**Run 1: signal metal coverage by tile**

The die is cut into 29 by 29 equal tiles; white is low, dark blue is high, scaled to the fullest tile. Values are wire area over tile area, all layers added.
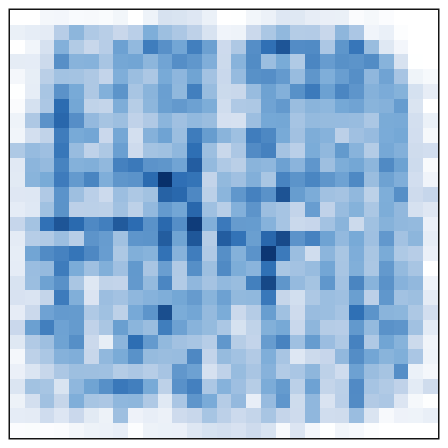
**Run 1: a small window of the routed layout**

Scale bar: 5 um. Window x 63 to 83, y 93 to 113 um. Cells in grey, sequential cells in the stronger grey; small squares are vias.
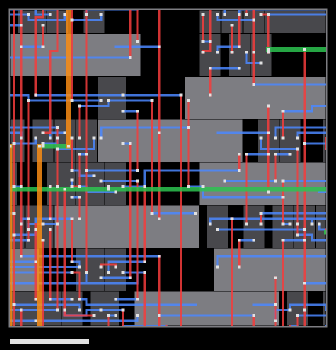
**Run 1: pin map**

Scale bar: 50 um. Pins as bars across the die edge, other pins in grey.
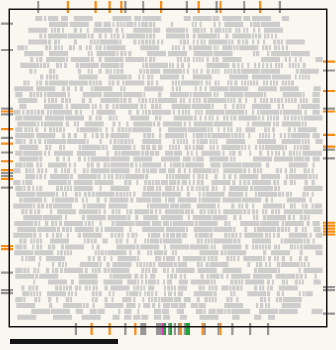
**Run 1: selected gate families**

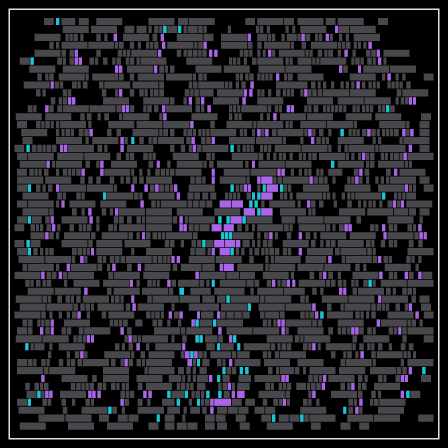
`src/rtl/dma_fifo_pkg.sv`:
```
// Shared sizing and write-size encodings for the DMA byte-packing FIFO.
package dma_fifo_pkg;

  localparam int unsigned DEPTH = 8;
  localparam int unsigned PTR_W = 3;
  localparam int unsigned CNT_W = 4;
  localparam int unsigned LANES = 4;

  typedef enum logic [1:0] {
    SZ_BYTE = 2'b00,
    SZ_WORD = 2'b01,
    SZ_LONG = 2'b10
  } size_e;

endpackage

```
`src/rtl/dma_fifo_ram.sv`:
```
// 8x32 register file with per-byte-lane write enables and one async read port.
module dma_fifo_ram
  import dma_fifo_pkg::*;
(
  input  logic             i_clk,
  input  logic             i_rst_n,
  input  logic [PTR_W-1:0] i_waddr,
  input  logic [LANES-1:0] i_be,
  input  logic [31:0]      i_wdata,
  input  logic [PTR_W-1:0] i_raddr,
  output logic [31:0]      o_rdata
);

  logic [31:0] r_mem [DEPTH];

  // i_be[b] enables bits [8b+7:8b]; lane 0 (big-endian) is i_be[3]
  always_ff @(posedge i_clk or negedge i_rst_n) begin
    if (!i_rst_n) begin
      for (int unsigned i = 0; i < DEPTH; i++) r_mem[i] <= '0;
    end else begin
      for (int unsigned b = 0; b < LANES; b++) begin
        if (i_be[b]) r_mem[i_waddr][8*b +: 8] <= i_wdata[8*b +: 8];
      end
    end
  end

  assign o_rdata = r_mem[i_raddr];

endmodule

```
`src/rtl/dma_fifo.sv`:
```
// DMA FIFO: packs byte/word/longword writes into 32-bit entries, pops whole entries.
module dma_fifo
  import dma_fifo_pkg::*;
(
  input  logic             CLK,
  input  logic             RST_,
  input  logic [31:0]      FIFO_ID,
  input  logic             WE,
  input  logic [1:0]       SIZE,
  input  logic             RE,
  input  logic             FLUSH,
  input  logic             CLR,
  output logic [31:0]      FIFO_OD,
  output logic             BO0,
  output logic             BO1,
  output logic             FULL,
  output logic             EMPTY,
  output logic [CNT_W-1:0] COUNT
);

  logic [PTR_W-1:0] r_wptr;
  logic [PTR_W-1:0] r_rptr;
  logic [1:0]       r_bo;
  logic [CNT_W-1:0] r_count;

  logic             w_full;
  logic             w_empty;
  logic [LANES-1:0] w_be;
  logic [1:0]       w_bo_nxt;
  logic             w_commit;
  logic             w_pop;

  assign w_full  = (r_count == CNT_W'(DEPTH));
  assign w_empty = (r_count == '0);

  // Write lanes first, then flush on the post-write offset so one cycle commits at most once.
  always_comb begin
    w_be     = '0;
    w_bo_nxt = r_bo;
    w_commit = 1'b0;
    if (WE && !CLR && !w_full) begin
      case (SIZE)
        SZ_BYTE: begin
          w_be     = 4'b1000 >> r_bo;
          w_bo_nxt = r_bo + 2'd1;
          w_commit = (r_bo == 2'd3);
        end
        SZ_WORD: begin
          if (!r_bo[0]) begin
            w_be     = 4'b1100 >> r_bo;
            w_bo_nxt = r_bo + 2'd2;
            w_commit = (r_bo == 2'd2);
          end
        end
        SZ_LONG: begin
          if (r_bo == 2'd0) begin
            w_be     = '1;
            w_commit = 1'b1;
          end
        end
        default: ;
      endcase
    end
    if (FLUSH && !CLR && (w_bo_nxt != 2'd0)) begin
      w_bo_nxt = 2'd0;
      w_commit = 1'b1;
    end
  end

  assign w_pop = RE && !CLR && !w_empty;

  always_ff @(posedge CLK or negedge RST_) begin
    if (!RST_) begin
      r_wptr  <= '0;
      r_rptr  <= '0;
      r_bo    <= '0;
      r_count <= '0;
    end else if (CLR) begin
      r_wptr  <= '0;
      r_rptr  <= '0;
      r_bo    <= '0;
      r_count <= '0;
    end else begin
      r_wptr  <= r_wptr + PTR_W'(w_commit);
      r_rptr  <= r_rptr + PTR_W'(w_pop);
      r_bo    <= w_bo_nxt;
      r_count <= r_count + CNT_W'(w_commit) - CNT_W'(w_pop);
    end
  end

  dma_fifo_ram u_ram (
    .i_clk   (CLK),
    .i_rst_n (RST_),
    .i_waddr (r_wptr),
    .i_be    (w_be),
    .i_wdata (FIFO_ID),
    .i_raddr (r_rptr),
    .o_rdata (FIFO_OD)
  );

  assign BO0   = r_bo[0];
  assign BO1   = r_bo[1];
  assign FULL  = w_full;
  assign EMPTY = w_empty;
  assign COUNT = r_count;

endmodule

```
`config.mk`:
```
export PLATFORM = sky130hd
export DESIGN_NAME = dma_fifo
export DESIGN_NICKNAME = d
export VERILOG_FILES = /design/src/rtl/dma_fifo_pkg.sv /design/src/rtl/dma_fifo_ram.sv /design/src/rtl/dma_fifo.sv
export SDC_FILE = /design/constraint.sdc
export NUM_CORES = 1
export LEC_CHECK = 0
export ABC_AREA = 1
export CAP_MARGIN = 20
export CORE_UTILIZATION = 60
export DETAILED_ROUTE_END_ITERATION = 10
export PLACE_DENSITY = 0.77
export SYNTH_ARGS = -nofsm -noshare
export SYNTH_HDL_FRONTEND = slang
export SYNTH_SLANG_ARGS = --single-unit
```
`constraint.sdc`:
```
create_clock -name CLK -period 3.6 [get_ports CLK]
set_clock_uncertainty 0.15 [all_clocks]
set_input_delay 0.72 -clock CLK [delete_from_list [all_inputs] [get_ports CLK]]
set_output_delay 0.72 -clock CLK [all_outputs]
set_load 0.02 [all_outputs]
```
==> CHANGELOG.md, run 1 <==
### Changed

- Number of synthesized flops with an enable pin: 0
- Peak clock frequency supported by timing: 283.6 MHz
- Via density per instance: 5.578
- Setup violation total in the final timing report: 0
- Deepest level of the CTS H-tree: 1
- Warning total across the stage logs: 31
- Top logic cell by instance count in the layout: sky130_fd_sc_hd__nand2_1
- Worst hold margin: 0.01374 ns
- Ratio of final minimum period to clock period: 97.95%
- GRT Resource Usage Total: 29.61%
- Top layer reached by signal wires: met4
- Crit-path cells: clkinv_2, buf_12, nor2_1, o21ai_0, nand2_1, nand2_1, clkdlybuf4s50_1
- Area added between synthesis and finish: 15.46%
- Largest area contributor in the netlist: sky130_fd_sc_hd__dfrtp_1
- Cell count listed in synth_stat.txt: 1,589
- Area share of the leading cell type in the synthesized netlist: 53.35%
- Switching share of power: 31.94%
- Amount of wire on met2 after detailed routing: 14,870 um
- Dominant synthesized flop cell: sky130_fd_sc_hd__dfrtp_1
- Fraction of registers with async set/reset: 100.0%
- Cell repeated most along the worst path: sky130_fd_sc_hd__nand2_1
- Power attributed to sequential cells: 3.54 mW
- Total Routed Length: 30,810 um
- Most congested layer reported by global routing: met2
- Number of nets with antenna violations after routing: 0
- Worst setup endpoint: FIFO_OD[23]
- Fraction of area in clock buffers and inverters: 6.397%
- Startpoint kind of the worst setup timing path: flip-flop
- Longest individual stage delay on the worst path: 0.61 ns
- Total power: 8.940 mW
- Share of cell area taken by muxes after synthesis: 0%
- Clkbuf count: 43
- Path type of the worst setup path: flip-flop to primary output
- Number of ports placed on the die boundary: 80
- Post-CTS setup buffers: 1
- Number of logic gates: 1,170
- Part of the total power dissipated in the clock network: 32.1%
- Result of the run: finished, final reports clean
- Maximum buffer depth of the clock tree: 3
- LEAKAGE: 7.136 nW
- Yosys synthesis warning count: 0
- Tap Cells: 270
- FA/HA/MAJ Cells, Area Fraction: 1.553%
- Number of buffers inserted during clock tree synthesis: 28
- Endpoint of the worst-slack reg-to-reg timing path: COUNT[1]$_DFF_PN0_
- Proportion of power drawn by flip-flops and latches: 39.6%
- Flip-flop and latch share of the layout cell area: 46.26%
- Synthesized net count: 1,644
- Flip-flop count of the largest register, all copies and words added: 256
- Number of failing hold endpoints at the final stage: 0
Notes on 'signal metal coverage by tile' above:
nearly empty tiles	3.6%
mean over tiles	0.23
fullest tile	0.59
densest ninth of the die	centre
tiles over half the peak	28%

Notes on 'a small window of the routed layout' above:
colour	layer
blue	met1
red	met2
green	met3
orange	met4
sequential cells in the window	7
netlist names of flops here include	`u_ram.r_mem` (7)
most frequent	nand2_1 (18), dfrtp_1 (7), o21ai_0 (6)
cells with their middle in the window	37

Notes on 'pin map' above:
colour	port	pins	direction	edge
orange	`FIFO_OD`	32	output	10 east, 8 north, 8 west, 6 south
green	`COUNT`	4	output	south
magenta	`WE`	1	input	south
all pins by edge	28 south, 20 west, 17 east, 15 north

Notes on 'selected gate families' above:
colour	family	cells	where
cyan	inverters	67	spread over the die
purple	NOR gates	226	spread over the die

==> run 2, diff against run 1 <==
--- a/config.mk
+++ b/config.mk
@@ -10,4 +10,5 @@
 export CORE_UTILIZATION = 60
 export DETAILED_ROUTE_END_ITERATION = 10
+export GPL_ROUTABILITY_DRIVEN = 0
 export PLACE_DENSITY = 0.77
 export SYNTH_ARGS = -nofsm -noshare
--- a/constraint.sdc
+++ b/constraint.sdc
@@ -3,3 +3,3 @@
 set_input_delay 0.72 -clock CLK [delete_from_list [all_inputs] [get_ports CLK]]
 set_output_delay 0.72 -clock CLK [all_outputs]
-set_load 0.02 [all_outputs]
+set_load 0.01 [all_outputs]
==> run 2 against run 1 <==
Against the previous run:
- maximum frequency up 2.3%
- via count down 0.89%
- sequential share of layout area up 0.068 points
- largest power group unchanged
- routed wire length about the same
- highest routed layer unchanged
- critical path type unchanged
- synthesized cell count unchanged
==> CHANGELOG.md, run 2 <==
### Changed

- Amount of wire on met2 after detailed routing: 14,560 um (-2.1%)
- Number of ports placed on the die boundary: 80 (unchanged)
- Fraction of area in clock buffers and inverters: 5.983% (-0.41 points)
- Result of the run: finished, final reports clean
- Setup violation total in the final timing report: 0 (unchanged)
- Number of failing hold endpoints at the final stage: 0 (unchanged)
- Worst hold margin: 0.05722 ns (+0.04347 ns)
- Maximum vdd drop: 0.4526 mV
- Part of the total power dissipated in the clock network: 31.9% (-0.2 points)
- Total Routed Length: 30,820 um (about the same)
- Endpoint of the worst-slack reg-to-reg timing path: COUNT[2]$_DFF_PN0_
- Net switching power of the design: 2.656 mW
- Die y size: 146.7 um
- Portion of total power attributed to combinational logic: 27.2%
- Post-CTS setup buffers: 1 (unchanged)
- Flip-flop and latch share of the layout cell area: 46.33% (+0.068 points)
- Path type of the worst setup path: flip-flop to primary output
- CTS tree: built
- Clkbuf count: 44 (+2.3%)
- LEAKAGE: 7.118 nW (-0.26%)
- Top logic cell by instance count in the layout: sky130_fd_sc_hd__nand2_1
- Switching share of power: 30.65% (-1.3 points)
- Yosys synthesis warning count: 0 (unchanged)
- FA/HA/MAJ Cells, Area Fraction: 1.553% (unchanged)
- Least-Margin Pin Slew: 0.7651 ns
- Post-synthesis instance total: 1,589
- Worst setup endpoint: FIFO_OD[24]
- Number of buffers inserted for hold repair after clock tree synthesis: 0
- Maximum buffer depth of the clock tree: 3 (unchanged)
- Warning total across the stage logs: 30 (-3.2%)
- Flop and latch count out of synthesis: 268
- Number of nets with antenna violations after routing: 0 (unchanged)
- Via density per instance: 5.525 (-0.95%)
- Longest individual stage delay on the worst path: 0.68 ns (+0.07 ns)
- Peak clock frequency supported by timing: 290.1 MHz (+2.3%)
- Largest area contributor in the netlist: sky130_fd_sc_hd__dfrtp_1
- Placed Cells: 1,875
- Flip-flop count of the largest register, all copies and words added: 256 (unchanged)
- Crit-path cells: buf_12, o21ai_0, o21ai_0, nand2_1, nand2_1, clkdlybuf4s50_1
- Startpoint kind of the worst setup timing path: flip-flop
- Cell count listed in synth_stat.txt: 1,589 (unchanged)
- Proportion of power drawn by flip-flops and latches: 40.9% (+1.3 points)
- Deepest level of the CTS H-tree: 1 (unchanged)
- RSZ-0062 raised after global routing: false
- Power density relative to cell area: 597.8 mW/mm^2
- Crit path max-delay cell type: sky130_fd_sc_hd__dfrtp_4
- Synthesized net count: 1,644 (unchanged)
- Top cell class by occupied area: registers
- Dominant synthesized flop cell: sky130_fd_sc_hd__dfrtp_1
- Power attributed to sequential cells: 3.54 mW (about the same)
- Most congested layer reported by global routing: met2
- Area share of the leading cell type in the synthesized netlist: 53.35% (unchanged)
- Area added between synthesis and finish: 15.29%
- Ratio of final minimum period to clock period: 95.75% (-2.2 points)
- Share of cell area taken by muxes after synthesis: 0% (unchanged)
- Die Width: 146.7 um
- Number of logic gates: 1,170 (unchanged)
- Tap Cells: 270 (unchanged)
- GRT Resource Usage Total: 29.52% (-0.092 points)
- M1 wire length: 13,660 um
- Number of synthesized flops with an enable pin: 0 (unchanged)
- Total power: 8.663 mW (-3.1%)
- Simple-Gate Area Share: 24.20%
- Top layer reached by signal wires: met4
- Fraction of registers with async set/reset: 100.0% (unchanged)
- Number of buffers inserted during clock tree synthesis: 28 (unchanged)
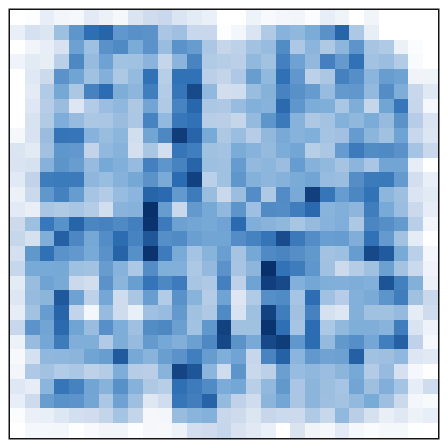
**Above:** run 2 (signal metal coverage by tile).
The die is cut into 29 by 29 equal tiles; white is low, dark blue is high, scaled to the fullest tile. Values are wire area over tile area, all layers added.
tiles over half the peak	35%
densest ninth of the die	centre
nearly empty tiles	3.9%
mean over tiles	0.23

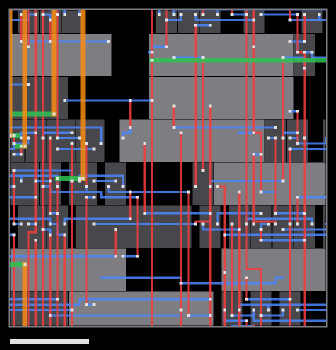
**Above:** run 2 (a small window of the routed layout).
Scale bar: 5 um. Window x 63 to 83, y 93 to 113 um. Cells in grey, sequential cells in the stronger grey; small squares are vias.
colour	layer
red	met2
green	met3
orange	met4
blue	met1
sequential cells in the window	8
netlist names of flops here include	`u_ram.r_mem` (8)
cells with their middle in the window	40
most frequent	nand2_1 (20), dfrtp_1 (8), nor2_1 (5)

==> run 3, diff against run 2 <==
- CAP_MARGIN: 20 -> 5
- RECOVER_POWER: not set -> 100
==> run 3 against run 2 <==
Against the previous run:
- critical path type unchanged
- the run now ends with max-capacitance violations, max-slew violations left
- critical endpoint is now FIFO_OD[2]
- power shrank 0.80%
- highest routed layer unchanged
- critical path depth rose by 2
- setup slack worse by 0.042 ns
==> CHANGELOG.md, run 3 <==
### Changed

- Top cell class by occupied area: registers
- FA/HA/MAJ Cells, Area Fraction: 1.553% (unchanged)
- Largest area contributor in the netlist: sky130_fd_sc_hd__dfrtp_1
- Deepest level of the CTS H-tree: 1 (unchanged)
- Result of the run: finished with violations
- Die Width: 146.7 um (unchanged)
- Tap Cells: 270 (unchanged)
- Dominant synthesized flop cell: sky130_fd_sc_hd__dfrtp_1
- Flip-flop and latch share of the layout cell area: 46.71% (+0.38 points)
- Fraction of area in clock buffers and inverters: 6.032% (+0.049 points)
- Proportion of power drawn by flip-flops and latches: 41.2% (+0.3 points)
- GRT Resource Usage Total: 29.52% (unchanged)
- Number of synthesized flops with an enable pin: 0 (unchanged)
- Placed Cells: 1,875 (unchanged)
- Portion of total power attributed to combinational logic: 26.7% (-0.5 points)
- LEAKAGE: 7.133 nW (+0.22%)
- Total Routed Length: 30,900 um (+0.27%)
- Number of ports placed on the die boundary: 80 (unchanged)
- Yosys synthesis warning count: 0 (unchanged)
- Total power: 8.594 mW (-0.80%)
- Crit-path cells: clkinv_2, buf_12, buf_12, o21ai_0, o21ai_1, nand2_1, nand2_1, dlygate4sd3_1
- Maximum vdd drop: 0.4361 mV (-3.7%)
- Fraction of registers with async set/reset: 100.0% (unchanged)
- Number of buffers inserted during clock tree synthesis: 28 (unchanged)
- Worst setup endpoint: FIFO_OD[2]
- Max-slew violation count: 94
- Net switching power of the design: 2.639 mW (-0.62%)
- M1 wire length: 13,670 um (about the same)
- Switching share of power: 30.71% (+0.054 points)
- Endpoint of the worst-slack reg-to-reg timing path: u_ram.r_mem[31]$_DFFE_PN0P_
- Violations in the final reports: max-capacitance violations, max-slew violations
- Max Cap Violations: 1
- Number of buffers inserted for hold repair after clock tree synthesis: 0 (unchanged)
- Via density per instance: 5.516 (-0.16%)
- Post-synthesis instance total: 1,589 (unchanged)
- Worst hold margin: 0.3146 ns (+0.2573 ns)
- Simple-Gate Area Share: 24.20% (unchanged)
- Clkbuf count: 44 (unchanged)
- Part of the total power dissipated in the clock network: 32.1% (+0.2 points)
- Top layer reached by signal wires: met4
- Number of nets with antenna violations after routing: 0 (unchanged)
- Die y size: 146.7 um (unchanged)
- Share of cell area taken by muxes after synthesis: 0% (unchanged)
- Flip-flop count of the largest register, all copies and words added: 256 (unchanged)
- Ratio of final minimum period to clock period: 96.91% (+1.2 points)
- Number of failing hold endpoints at the final stage: 0 (unchanged)
- Least-Margin Pin Slew: 2.490 ns (+1.724 ns)
- Peak clock frequency supported by timing: 286.6 MHz (-1.2%)
- Post-CTS setup buffers: 1 (unchanged)
- Path type of the worst setup path: flip-flop to primary output
- Cell count listed in synth_stat.txt: 1,589 (unchanged)
- Area added between synthesis and finish: 14.34%
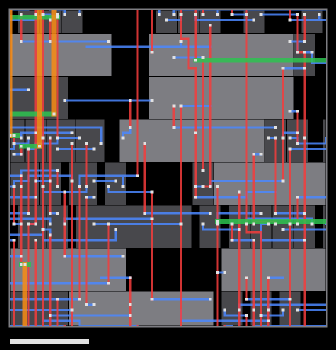
**Above:** run 3 (a small window of the routed layout).
Scale bar: 5 um. Window x 63 to 83, y 93 to 113 um. Cells in grey, sequential cells in the stronger grey; small squares are vias.
colour	layer
green	met3
red	met2
blue	met1
orange	met4
sequential cells in the window	8
cells with their middle in the window	40
netlist names of flops here include	`u_ram.r_mem` (8)
most frequent	nand2_1 (20), dfrtp_1 (8), nor2_1 (5)

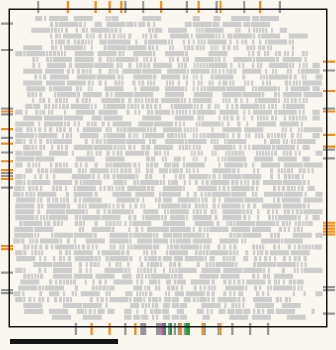
**Above:** run 3 (pin map).
Scale bar: 50 um. Pins as bars across the die edge, other pins in grey.
colour	port	pins	direction	edge
magenta	`WE`	1	input	south
green	`COUNT`	4	output	south
orange	`FIFO_OD`	32	output	10 east, 8 north, 8 west, 6 south
all pins by edge	28 south, 20 west, 17 east, 15 north

No activity file was given, so power comes from the tool's default toggle rates.
